===== config.mk =====
export PLATFORM = sky130hd
export DESIGN_NAME = blackbox_sweep_ctrl
export DESIGN_NICKNAME = d
export VERILOG_FILES = /design/src/rtl/blackbox_pkg.sv /design/src/rtl/blackbox_settle_timer.sv /design/src/rtl/blackbox_sweep_ctrl.sv
export SDC_FILE = /design/constraint.sdc
export NUM_CORES = 1
export LEC_CHECK = 0
export CAP_MARGIN = 15
export CORE_MARGIN = 5
export CORE_UTILIZATION = 25
export DETAILED_ROUTE_END_ITERATION = 10
export MAX_ROUTING_LAYER = met4
export PLACE_DENSITY = 0.45
export SETUP_SLACK_MARGIN = 0.5
export SYNTH_ARGS = -nofsm -noshare
export SYNTH_HDL_FRONTEND = slang
export SYNTH_SLANG_ARGS = --single-unit

===== constraint.sdc =====
create_clock -name clk -period 2.85 [get_ports clk]
set_input_delay 0.285 -clock clk [delete_from_list [all_inputs] [get_ports clk]]
set_output_delay 0.285 -clock clk [all_outputs]
set_load 0.05 [all_outputs]

===== src/rtl/blackbox_pkg.sv =====
// Shared types and sizes for the blackbox truth-table sweep controller.
package blackbox_pkg;

   localparam int N_IN = 3;
   localparam int TT_W = 2 ** N_IN;

   typedef enum logic [1:0] {
      S_IDLE   = 2'd0,
      S_SETTLE = 2'd1,
      S_SAMPLE = 2'd2,
      S_DONE   = 2'd3
   } state_t;

endpackage


===== src/rtl/blackbox_settle_timer.sv =====
// Settle-time counter: clear has priority over enable; expire flags the last settle cycle.
module blackbox_settle_timer #(
   parameter int SETTLE = 2
) (
   input  logic clk,
   input  logic rst,
   input  logic i_clr,
   input  logic i_en,
   output logic o_expire
);

   localparam int CNT_W = $clog2(SETTLE + 1);
   localparam logic [CNT_W-1:0] CNT_LAST = CNT_W'(SETTLE - 1);

   logic [CNT_W-1:0] r_cnt;

   always_ff @(posedge clk) begin
      if (rst) begin
         r_cnt <= '0;
      end else if (i_clr) begin
         r_cnt <= '0;
      end else if (i_en) begin
         r_cnt <= r_cnt + CNT_W'(1);
      end
   end

   assign o_expire = (r_cnt == CNT_LAST);

endmodule


===== src/rtl/blackbox_sweep_ctrl.sv =====
// Walks the blackbox through every input vector, captures its truth table and
// compares it with the golden table supplied by the host.
module blackbox_sweep_ctrl
   import blackbox_pkg::*;
#(
   parameter int SETTLE = 2
) (
   input  logic            clk,
   input  logic            rst,
   input  logic            i_start,
   input  logic            i_abort,
   input  logic            i_bb_out,
   input  logic [TT_W-1:0] i_expected,
   output logic            o_drive_i,
   output logic            o_drive_h,
   output logic            o_drive_o,
   output logic            o_busy,
   output logic            o_done,
   output logic [TT_W-1:0] o_truth_table,
   output logic            o_table_valid,
   output logic            o_match
);

   localparam logic [N_IN-1:0] VEC_LAST = N_IN'(TT_W - 1);

   state_t            r_state;
   state_t            w_state_next;
   logic [N_IN-1:0]   r_vec;
   logic [TT_W-1:0]   r_tt;
   logic              r_valid;
   logic              r_match;
   logic              w_timer_clr;
   logic              w_timer_en;
   logic              w_expire;
   logic              w_start_ok;

   // abort beats start when both arrive together in IDLE
   assign w_start_ok = i_start && !i_abort;

   blackbox_settle_timer #(
      .SETTLE (SETTLE)
   ) u_timer (
      .clk      (clk),
      .rst      (rst),
      .i_clr    (w_timer_clr),
      .i_en     (w_timer_en),
      .o_expire (w_expire)
   );

   always_ff @(posedge clk) begin
      if (rst) begin
         r_state <= S_IDLE;
      end else begin
         r_state <= w_state_next;
      end
   end

   always_comb begin
      w_state_next = r_state;
      w_timer_clr  = 1'b0;
      w_timer_en   = 1'b0;
      o_busy       = 1'b0;
      o_done       = 1'b0;
      case (r_state)
         S_IDLE: begin
            if (w_start_ok) begin
               w_state_next = S_SETTLE;
               w_timer_clr  = 1'b1;
            end
         end
         S_SETTLE: begin
            o_busy = 1'b1;
            if (i_abort) begin
               w_state_next = S_IDLE;
               w_timer_clr  = 1'b1;
            end else if (w_expire) begin
               w_state_next = S_SAMPLE;
               w_timer_clr  = 1'b1;
            end else begin
               w_timer_en = 1'b1;
            end
         end
         S_SAMPLE: begin
            o_busy = 1'b1;
            if (i_abort) begin
               w_state_next = S_IDLE;
               w_timer_clr  = 1'b1;
            end else if (r_vec == VEC_LAST) begin
               w_state_next = S_DONE;
            end else begin
               w_state_next = S_SETTLE;
            end
         end
         S_DONE: begin
            o_done       = 1'b1;
            w_state_next = S_IDLE;
         end
         default: begin
            w_state_next = S_IDLE;
         end
      endcase
   end

   always_ff @(posedge clk) begin
      if (rst) begin
         r_vec   <= '0;
         r_tt    <= '0;
         r_valid <= 1'b0;
         r_match <= 1'b0;
      end else begin
         case (r_state)
            S_IDLE: begin
               if (w_start_ok) begin
                  r_vec   <= '0;
                  r_tt    <= '0;
                  r_valid <= 1'b0;
                  r_match <= 1'b0;
               end
            end
            S_SETTLE: begin
               if (i_abort) begin
                  r_vec   <= '0;
                  r_valid <= 1'b0;
                  r_match <= 1'b0;
               end
            end
            S_SAMPLE: begin
               if (i_abort) begin
                  r_vec   <= '0;
                  r_valid <= 1'b0;
                  r_match <= 1'b0;
               end else begin
                  r_tt[r_vec] <= i_bb_out;
                  if (r_vec != VEC_LAST) begin
                     r_vec <= r_vec + N_IN'(1);
                  end
               end
            end
            S_DONE: begin
               // the last sample landed on the edge that entered DONE
               r_valid <= 1'b1;
               r_match <= (r_tt == i_expected);
               r_vec   <= '0;
            end
            default: begin
               r_vec <= '0;
            end
         endcase
      end
   end

   assign o_drive_i     = r_vec[2];
   assign o_drive_h     = r_vec[1];
   assign o_drive_o     = r_vec[0];
   assign o_truth_table = r_tt;
   assign o_table_valid = r_valid;
   assign o_match       = r_match;

endmodule

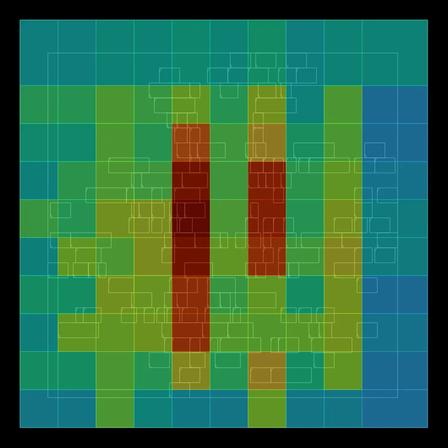
congestion_map.png
GRT met1 Usage: 0.135
Global Route Usage Sum: 0.106

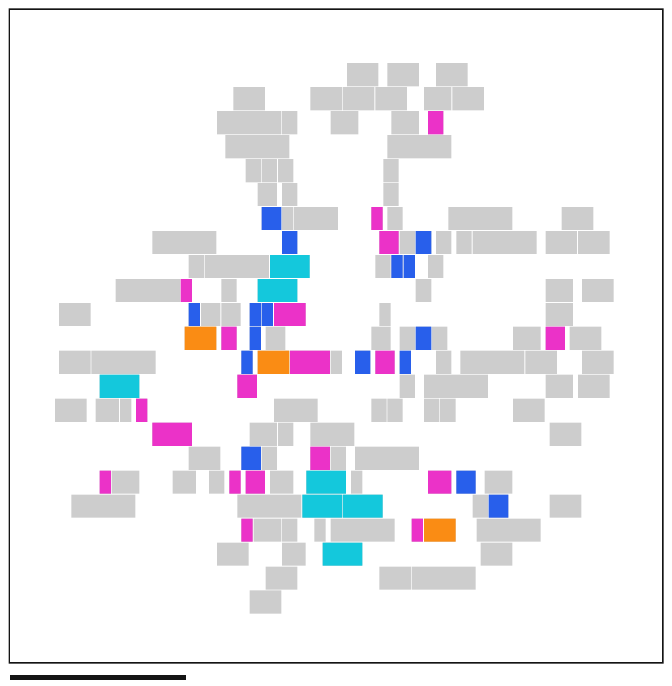
gates.png
Scale bar: 20 um.
[fa/ha/maj cells] cyan | cells: 7
[nor cells] magenta | cells: 19
[mux cells] orange | cells: 3
[nand cells] blue | cells: 16 | where: middle

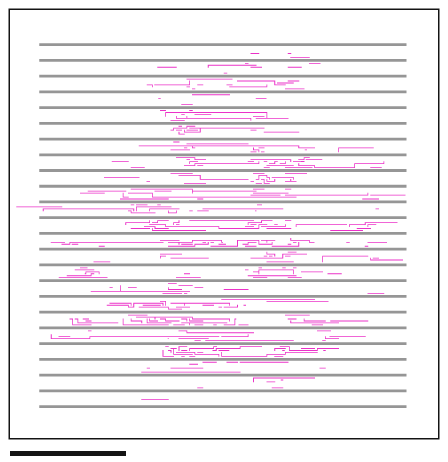
m1.png
Scale bar: 20 um. Supply wires on this layer in gray.
main direction: horizontal
wire length on this layer: 1230 um
longest straight run: 27.6 um
nets with wire on the layer: 141
via count: 928
total wire length: 2.61 mm

==> flow_summary.rst <==
Synthesis and place-and-route
=============================

.. list-table::
   :header-rows: 1

   * - Metric
     - Value
   * - Arithmetic-cell share of the synthesized area counting full adders, half adders and majority gates
     - 0.0856
   * - Crit path required time
     - 2.57 ns
   * - Synthesized cell area
     - 1020 um^2
   * - Gate count after technology mapping
     - 125
   * - Number of flip-flops under the largest register name
     - 8
   * - I/O pin cnt
     - 28
   * - Slew of the pin with the lowest slew margin
     - 0.645 ns
   * - Leading post-synthesis cells by cell area
     - dfxtp_1, a21oi_1, ha_1
   * - Avg Cell Area, Syn
     - 8.19 um^2
   * - Classification of the worst-slack hold path
     - reg2reg
   * - Number of clock buffers inserted by TritonCTS
     - 3
   * - Number of max-slew violations in the final report
     - 0
   * - Layout Skew
     - 0.00600 ns
   * - Hold buffer count at cts
     - 0
   * - Final Instance Area
     - 1360 um^2
   * - Setup repair after global routing missed its margin
     - no
   * - Yosys cell count
     - 125
   * - Setup crit end kind
     - output pin
   * - Max power group
     - registers
   * - Net switching power figure
     - 0.000165 W
   * - Net count after synthesis
     - 145
   * - Power drawn by the combinational cells
     - 0.000139 W
   * - Pwr per Cell Area
     - 416 nW/um^2
   * - Start point of the worst hold path
     - o_match$_SDFFE_PP0P_
   * - Synth-to-Final Area Change
     - 33.3%
   * - Register-to-Register Path Depth
     - 6
   * - Peak VDD IR
     - 0.150 mV
   * - Proportion of total power due to net switching
     - 0.290
   * - Top cells by instance count after synthesis
     - a21oi_1, dfxtp_1, o21ai_1, nand2_1, xor2_1
   * - Maximum level of the CTS H-tree
     - 1
   * - Internal power consumption
     - 0.000403 W
   * - Predominant post-synthesis flop cell
     - dfxtp_1
   * - Crit Path Max Fanout
     - 4
   * - Slowest stage delay, CP
     - 0.80 ns
   * - Setup TNS
     - 0 ns
   * - Fraction of the core area occupied by cells at floorplan
     - 0.258
   * - Seq power
     - 0.000249 W
   * - Post-CTS resize count
     - 0
   * - Worst hold path endpoint
     - o_match$_SDFFE_PP0P_
   * - Kind of critical path
     - reg2out
   * - Final-stage net count
     - 170
   * - Worst Hold Path Cells
     - 2
   * - Compound-cell area share of the yosys netlist
     - 0.200
   * - Clock transition at path regs
     - 0.07 ns
   * - Combinational Power Share
     - 0.245
   * - Global placer's final weighted congestion
     - 0.795
   * - Worst slew margin
     - 0.569
   * - DRC marker count from the first detailed-route iteration
     - 68
   * - Vias in the first global route
     - 952
   * - Worst Hold Margin
     - 0.463 ns
   * - Count of warning messages emitted by the tools
     - 29
   * - Antenna diode count
     - 0
   * - Dominant cell area share
     - 0.333
   * - Detail Placement HPWL
     - 1.97 mm
   * - Mux cell area share after synthesis
     - 0.0293
   * - Number of post-CTS setup repair buffers
     - 0
   * - Total congestion overflow
     - 0
   * - Ordered list of cells on the worst path
     - inv_1 -> ha_1 -> clkdlybuf4s50_1
   * - Final non-filler cell total
     - 199
   * - Post-synthesis share of cell area spent on xor and xnor gates
     - 0.0770
   * - Ys async rst share
     - 0
   * - Master of the slowest instance on the critical path
     - clkdlybuf4s50_1
   * - Comb area leader
     - simple AND/OR/NAND/NOR gates
   * - Sequential Power Share
     - 0.439
   * - Most common logic cell in the routed design
     - clkdlybuf4s50_1
   * - Total count of hold-check failures in the final report
     - 0
   * - Leakage power of the design
     - 0.501 nW
   * - TritonCTS clock tree
     - built
   * - Simple logic cell fraction of the synthesized area
     - 0.220
   * - Number of cells after detailed placement
     - 195
   * - Setup slack of the worst register-to-register path
     - 1.10 ns
   * - End of the worst register-to-register path
     - r_vec[0]$_SDFFE_PP0P_
   * - Util after Layout
     - 0.343
   * - Antenna violations before repair
     - 0
   * - Die Y-Extent
     - 74.0 um
   * - Horizontal extent of the die
     - 74.0 um
   * - Pin count of the biggest net entering global routing
     - 18
   * - Yosys top cell by area
     - dfxtp_1
   * - Longest Clk Path Bufs
     - 2
   * - Flip-flop and latch count after synthesis
     - 17
   * - Sink Count
     - 17
   * - Post-route DRC
     - 0
   * - Power Total
     - 0.000568 W
   * - Reported max-cap violation count
     - 0
   * - Data arrival at the endpoint of the critical path
     - 1.82 ns
   * - Share of the yosys chip area belonging to registers
     - 0.333
   * - Die Area
     - 5470 um^2
   * - Worst setup startpoint
     - r_state[0]$_SDFFE_PP0P_
   * - Status
     - completed
   * - Area of the core region
     - 3970 um^2
   * - Synth cell types
     - 32
   * - Total clock network power
     - 0.000179 W
   * - Vias/cell
     - 4.66
   * - Launching point of the worst reg2reg path
     - r_vec[0]$_SDFFE_PP0P_
   * - Detailed-route wire length per cell
     - 13.1 um
   * - Crit path capture
     - o_busy
   * - Kind of start point of the critical path
     - register
   * - Worst path bufs/invs
     - 2
   * - Clock period minus worst slack
     - 2.11 ns
   * - Layout cells sized above 1
     - 0.0403
   * - Setup Viol. Count Final
     - 0
   * - Summed standard-cell area reported by yosys
     - 1020 um^2
   * - Number of rows created at floorplan
     - 23
   * - Leading cell type by number of instances after synthesis
     - a21oi_1
   * - Fraction of the cycle the final worst path needs
     - 0.740
   * - Highest attainable clock frequency
     - 474 MHz
   * - Cell family contributing the most delay on the critical path
     - buffers and inverters
   * - Stages on the worst setup path
     - 3
==> worst reg2reg max path, stage by stage (launching register included) <==
cell	delay, ns
dfxtp_1	0.54
ha_1	0.23
ha_1	0.15
a21oi_1	0.08
o2bb2ai_1	0.33
mux2i_1	0.23
nor2_1	0.05
==> metal layers <==
layer	part of all wire	wire length (um)	global-route usage	vias to the layer above
met2	0.45	1180	0.158	19
met3	0.058	152	0.0216	4
met1	0.47	1230	0.135	421
met4	0.019	49	0.0543	0
met5	0	0	-	-
li1	-	-	-	484
==> area by class of cell <==
class	count	area (um^2)
Tap cell	50	62.6
Sequential cell	17	340
Clock buffer	4	45.0
Multi-Input combinational cell	96	627
Timing Repair Buffer	27	270
Inverter	5	18.8
Fill cell	414	2610
No activity file was given, so power comes from the tool's default toggle rates.
